**config.mk**
```make
export PLATFORM = sky130hd
export DESIGN_NAME = result_tx_serializer
export DESIGN_NICKNAME = d
export VERILOG_FILES = /design/src/rtl/result_tx_serializer.sv
export SDC_FILE = /design/constraint.sdc
export NUM_CORES = 1
export LEC_CHECK = 0
export CAP_MARGIN = 20
export CORE_MARGIN = 2
export CORE_UTILIZATION = 54
export CTS_CLUSTER_SIZE = 10
export DETAILED_ROUTE_END_ITERATION = 16
export GPL_TIMING_DRIVEN = 0
export PLACE_DENSITY = 0.84
export SYNTH_ARGS = -nofsm -noshare
export SYNTH_HDL_FRONTEND = slang
export SYNTH_SLANG_ARGS = --single-unit
```
**constraint.sdc**
```tcl
create_clock -name clk -period 3 [get_ports clk]
set_input_delay 0.75 -clock clk [delete_from_list [all_inputs] [get_ports clk]]
set_output_delay 0.75 -clock clk [all_outputs]
set_load 0.005 [all_outputs]
```
**src/rtl/result_tx_serializer.sv**
```systemverilog
// Streams an M x P matrix of 32-bit words from a result RAM to a byte-wide
// transmitter, row-major, each word sent MSB byte first.
module result_tx_serializer #(
  parameter int MAX_M  = 4,
  parameter int MAX_P  = 4,
  parameter int DIM_W  = 3,
  parameter int ADDR_W = 4
) (
  input  logic              clk,
  input  logic              rst,
  input  logic              start,
  input  logic [DIM_W-1:0]  m_dim,
  input  logic [DIM_W-1:0]  p_dim,
  output logic              rd_en,
  output logic [ADDR_W-1:0] rd_addr,
  input  logic [31:0]       rd_data,
  output logic [7:0]        tx_data,
  output logic              tx_valid,
  input  logic              tx_ready,
  output logic              busy,
  output logic              done,
  output logic [2:0]        state_dbg
);

  // Handshake: a byte moves when tx_valid & tx_ready are both high on a rising
  // edge; tx_data holds steady while tx_valid is high and tx_ready is low.
  typedef enum logic [2:0] {IDLE, READ, WAIT, SEND, DONE} state_t;

  state_t             state;
  logic [DIM_W-1:0]   m_lat, p_lat, i, j;
  logic [DIM_W-1:0]   m_clamp, p_clamp, next_i, next_j;
  logic [1:0]         bidx;
  logic [31:0]        word;
  logic               last_col, last_row;
  logic [ADDR_W-1:0]  next_addr;

  assign state_dbg = state;

  always_comb begin
    m_clamp   = (m_dim > DIM_W'(MAX_M)) ? DIM_W'(MAX_M) : m_dim;
    p_clamp   = (p_dim > DIM_W'(MAX_P)) ? DIM_W'(MAX_P) : p_dim;
    last_col  = (j == p_lat - DIM_W'(1));
    last_row  = (i == m_lat - DIM_W'(1));
    next_j    = last_col ? '0 : j + DIM_W'(1);
    next_i    = last_col ? i + DIM_W'(1) : i;
    next_addr = ADDR_W'(int'(next_i) * MAX_P + int'(next_j));
  end

  always_ff @(posedge clk) begin
    if (rst) begin
      state    <= IDLE;
      m_lat    <= '0;
      p_lat    <= '0;
      i        <= '0;
      j        <= '0;
      bidx     <= '0;
      word     <= '0;
      rd_en    <= 1'b0;
      rd_addr  <= '0;
      tx_data  <= '0;
      tx_valid <= 1'b0;
      busy     <= 1'b0;
      done     <= 1'b0;
    end else begin
      rd_en <= 1'b0;
      done  <= 1'b0;
      case (state)
        IDLE: begin
          if (start) begin
            m_lat <= m_clamp;
            p_lat <= p_clamp;
            i     <= '0;
            j     <= '0;
            bidx  <= '0;
            busy  <= 1'b1;
            if (m_clamp == '0 || p_clamp == '0) begin
              state <= DONE;
            end else begin
              rd_en   <= 1'b1;
              rd_addr <= '0;
              state   <= READ;
            end
          end
        end
        READ: state <= WAIT;
        WAIT: begin
          word     <= rd_data;
          tx_data  <= rd_data[31:24];
          tx_valid <= 1'b1;
          bidx     <= '0;
          state    <= SEND;
        end
        SEND: begin
          if (tx_ready) begin
            if (bidx == 2'd3) begin
              tx_valid <= 1'b0;
              if (last_col && last_row) begin
                state <= DONE;
              end else begin
                i       <= next_i;
                j       <= next_j;
                rd_en   <= 1'b1;
                rd_addr <= next_addr;
                state   <= READ;
              end
            end else begin
              // tx_data takes the next byte from the pre-shift word
              word    <= word << 8;
              tx_data <= word[23:16];
              bidx    <= bidx + 2'd1;
            end
          end
        end
        DONE: begin
          done  <= 1'b1;
          busy  <= 1'b0;
          state <= IDLE;
        end
        default: state <= IDLE;
      endcase
    end
  end

endmodule

```
Figure 1. Met2 routing.
Drawn at 4 px/um. Cells faint in the background.
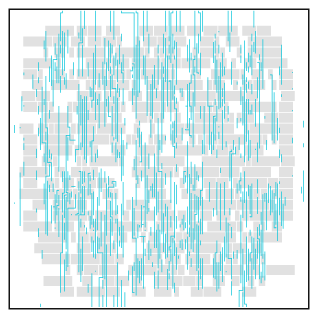
nets with wire on the layer: 366
longest straight run: 30.3 um
main direction: vertical
routed vias: 2522
GR Util met2: 38.1%

Figure 2. Met4 routing.
Drawn at 4 px/um. Supply wires on this layer in grey.
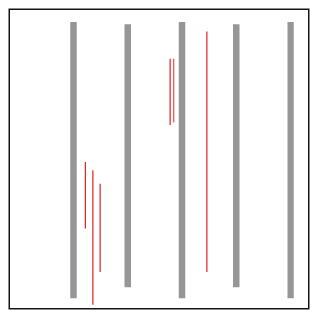
nets with wire on the layer: 5
share of all routed wire: 2.4%
wire length on this layer: 163 um
main direction: vertical
final wirelength: 6710 um

Figure 3. Cell outlines without signal wires.
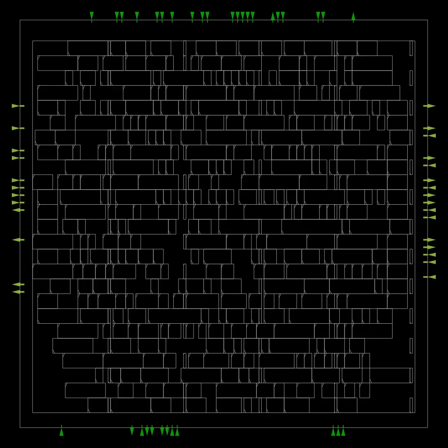
Tap Count: 67
flip-flops: 57

Figure 4. M1 wires.
Drawn at 4 px/um. Supply wires on this layer in grey.
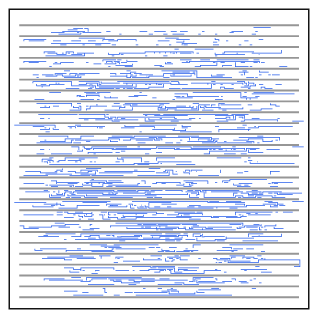
wire length on this layer: 3100 um
longest straight run: 31.7 um
GR Layer Usage met1: 35.2%

Figure 5. The metal 3 layer.
Drawn at 4 px/um.
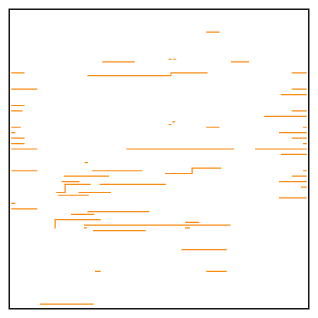
main direction: horizontal
share of all routed wire: 5.9%
nets with wire on the layer: 47
longest straight run: 36.3 um
met3 Resource Use GR: 6.64%

==> worst paths after layout <==
path,cells after the start,start,to,slack [ps]
setup / recovery,6,start,rd_addr[3],640
hold / removal,1,rd_addr[0],rd_addr[0],470
setup reg to reg,9,p_lat[0],rd_addr[3],860
hold reg to reg,1,rd_addr[0],rd_addr[0],470
==> where the power goes <==
group | internal [mW] | switching (mW)
Combinational | 0.256 | 0.275
Sequential | 0.849 | 0.0548
Clock | 0.403 | 0.311
==> cell usage after synthesis, types with 6 or more instances <==
cell	instances
a21oi_1	14
dfxtp_1	57
a22oi_1	8
nand2_1	70
o21ai_0	7
a311oi_1	24
ha_1	6
nand3b_1	7
clkbuf_1	12
nor2_1	44
inv_1	6
==> cell usage in the layout, fill, tap and decap left out, types with 2 or more instances in the layout <==
| cell | count |
|---|---|
| dfxtp_1 | 57 |
| a21o_1 | 5 |
| inv_1 | 6 |
| and2_1 | 2 |
| clkbuf_8 | 10 |
| a21oi_1 | 14 |
| buf_2 | 5 |
| mux2i_1 | 3 |
| a22oi_1 | 8 |
| a221oi_1 | 2 |
| xor2_1 | 4 |
| a22o_1 | 2 |
| nand3_1 | 5 |
| nand3b_1 | 7 |
| nand2_1 | 70 |
| xnor2_1 | 3 |
| nor3_1 | 4 |
| clkinvlp_4 | 2 |
| clkbuf_1 | 13 |
| nor2_1 | 44 |
| clkdlybuf4s50_1 | 60 |
| ha_1 | 6 |
| o21ai_0 | 7 |
| clkinv_2 | 2 |
| a311oi_1 | 24 |
| nand2b_1 | 4 |
==> critical path: cells and delay by family <==
| family | cells | cell delay [ps] |
|---|---|---|
| simple gates | 2 | 670 |
| buf+inv | 1 | 610 |
| compound gates | 3 | 550 |
==> cell type report <==
type                    count  area [um^2]
multi-input cells         238         1440
fillers                   371         1190
flip-flops and latches     57         1140
repair buffers             60          601
clock buffers              11          141
well taps                  67         83.8
plain buffers              19         81.3
clock inverters             5         55.1
inverters                   6         22.5
==> metal layers <==
layer | wire length (um) | up-vias
met5 | 0 | -
met3 | 396 | 16
met4 | 163 | 0
li1 | - | 1276
met2 | 3050 | 76
met1 | 3100 | 1154
==> logic make-up (layout without fill, tap and decap cells) <==
kind of cell	count (synthesis)	in the layout	synth area share [%]
simple gates	149	149	25.3
compound gates	71	71	20.4
flops	57	57	42.5
buf+inv	25	101	3.87
xor+xnor	9	9	4.01
fa+ha+maj	6	6	2.79
mux	3	3	1.12
==> registers in the layout, summed over array words and instances (netlist names) <==
name	count
state_dbg	3
j	3
tx_data	8
busy	1
rd_addr	4
m_lat	3
p_lat	3
tx_valid	1
bidx	2
done	1
rd_en	1
i	3
word	24
==> per-stage QoR <==
stage | power [mW] | hold slack (ps)
after floorplan | 1.23 | 432
after CTS | 2.15 | 471
after detailed placement | 1.44 | 454
after global routing | 2.26 | 490
after global placement | 1.43 | 433
final | 2.15 | 471
==> flow_summary.yaml <==
# generated from flow reports
critical_path:
  slowest_stage: "clkdlybuf4s50_1"
  crit_path_end_kind: "flop"
  worstPathArrival_ps: 2590
  worstPathRequired_ps: 3230
  max_stage_delay_ps: 610
  crit_chain: "clkdlybuf4s50_1 -> or3b_4 -> a21oi_4 -> o311ai_4 -> and2b_4 -> a32o_2"
place:
  pre_cts_ws_ps: 328
  placedInstanceArea_um2: 3370
  numPortBuffers: 60
  gp_congestion: 0.847
  dp_hpwl_um: 4900
synth:
  yosysWarningCount: 0
  seq_area_frac_synth_pct: 42.5
  synth-edff-count: 0
  largest_area_cell: "dfxtp_1"
  ys_types: 48
  flop_cell: "dfxtp_1"
  area_leaders: "dfxtp_1, nand2_1, a311oi_1"
  numSynthFlops: 57
  ys_async_sr_fraction_pct: 0
route:
  first_pass_iters: 5
  drtIter0Drc: 123
  antenna_left: 0
clocking:
  clk_latency_ps: 350
  cts_tree: "done"
  cts.sinks: 57
  cts.clk_slew.worst_paths_ps: 60
power_and_ir_drop:
  irDropWorstVdd_mv: 0.421
  p_leak_nw: 1.39
  power.density_nw_per_um2: 602
hold_path:
  hp-class: "reg -> reg"
final_timing:
  tightest_slew_ps: 584
  hold_viol: 0
  fin_crit_sh_pct: 78.7
  setup_viol: 0
  slew_headroom_pct: 61.0
  rsz0062_at_grt: "no"
  final.setup.worst_slack_ps: 638
floorplanning:
  chipWidth_um: 74.5
  ios: 61
  num_rows: 25
global_route:
  grt_pass1_vias: 2344
  grt_pass1_wl_um: 10700
  grt.total_usage_pct: 25.6
  overflow: 0
  antenna_found_initial: 0
status:
  status: "finished, final reports clean"
layout:
  area_delta_synth_final_pct: 32.8
  nets: 439
  fin_util_pct: 75.0
Power and IR drop assume default switching activity.
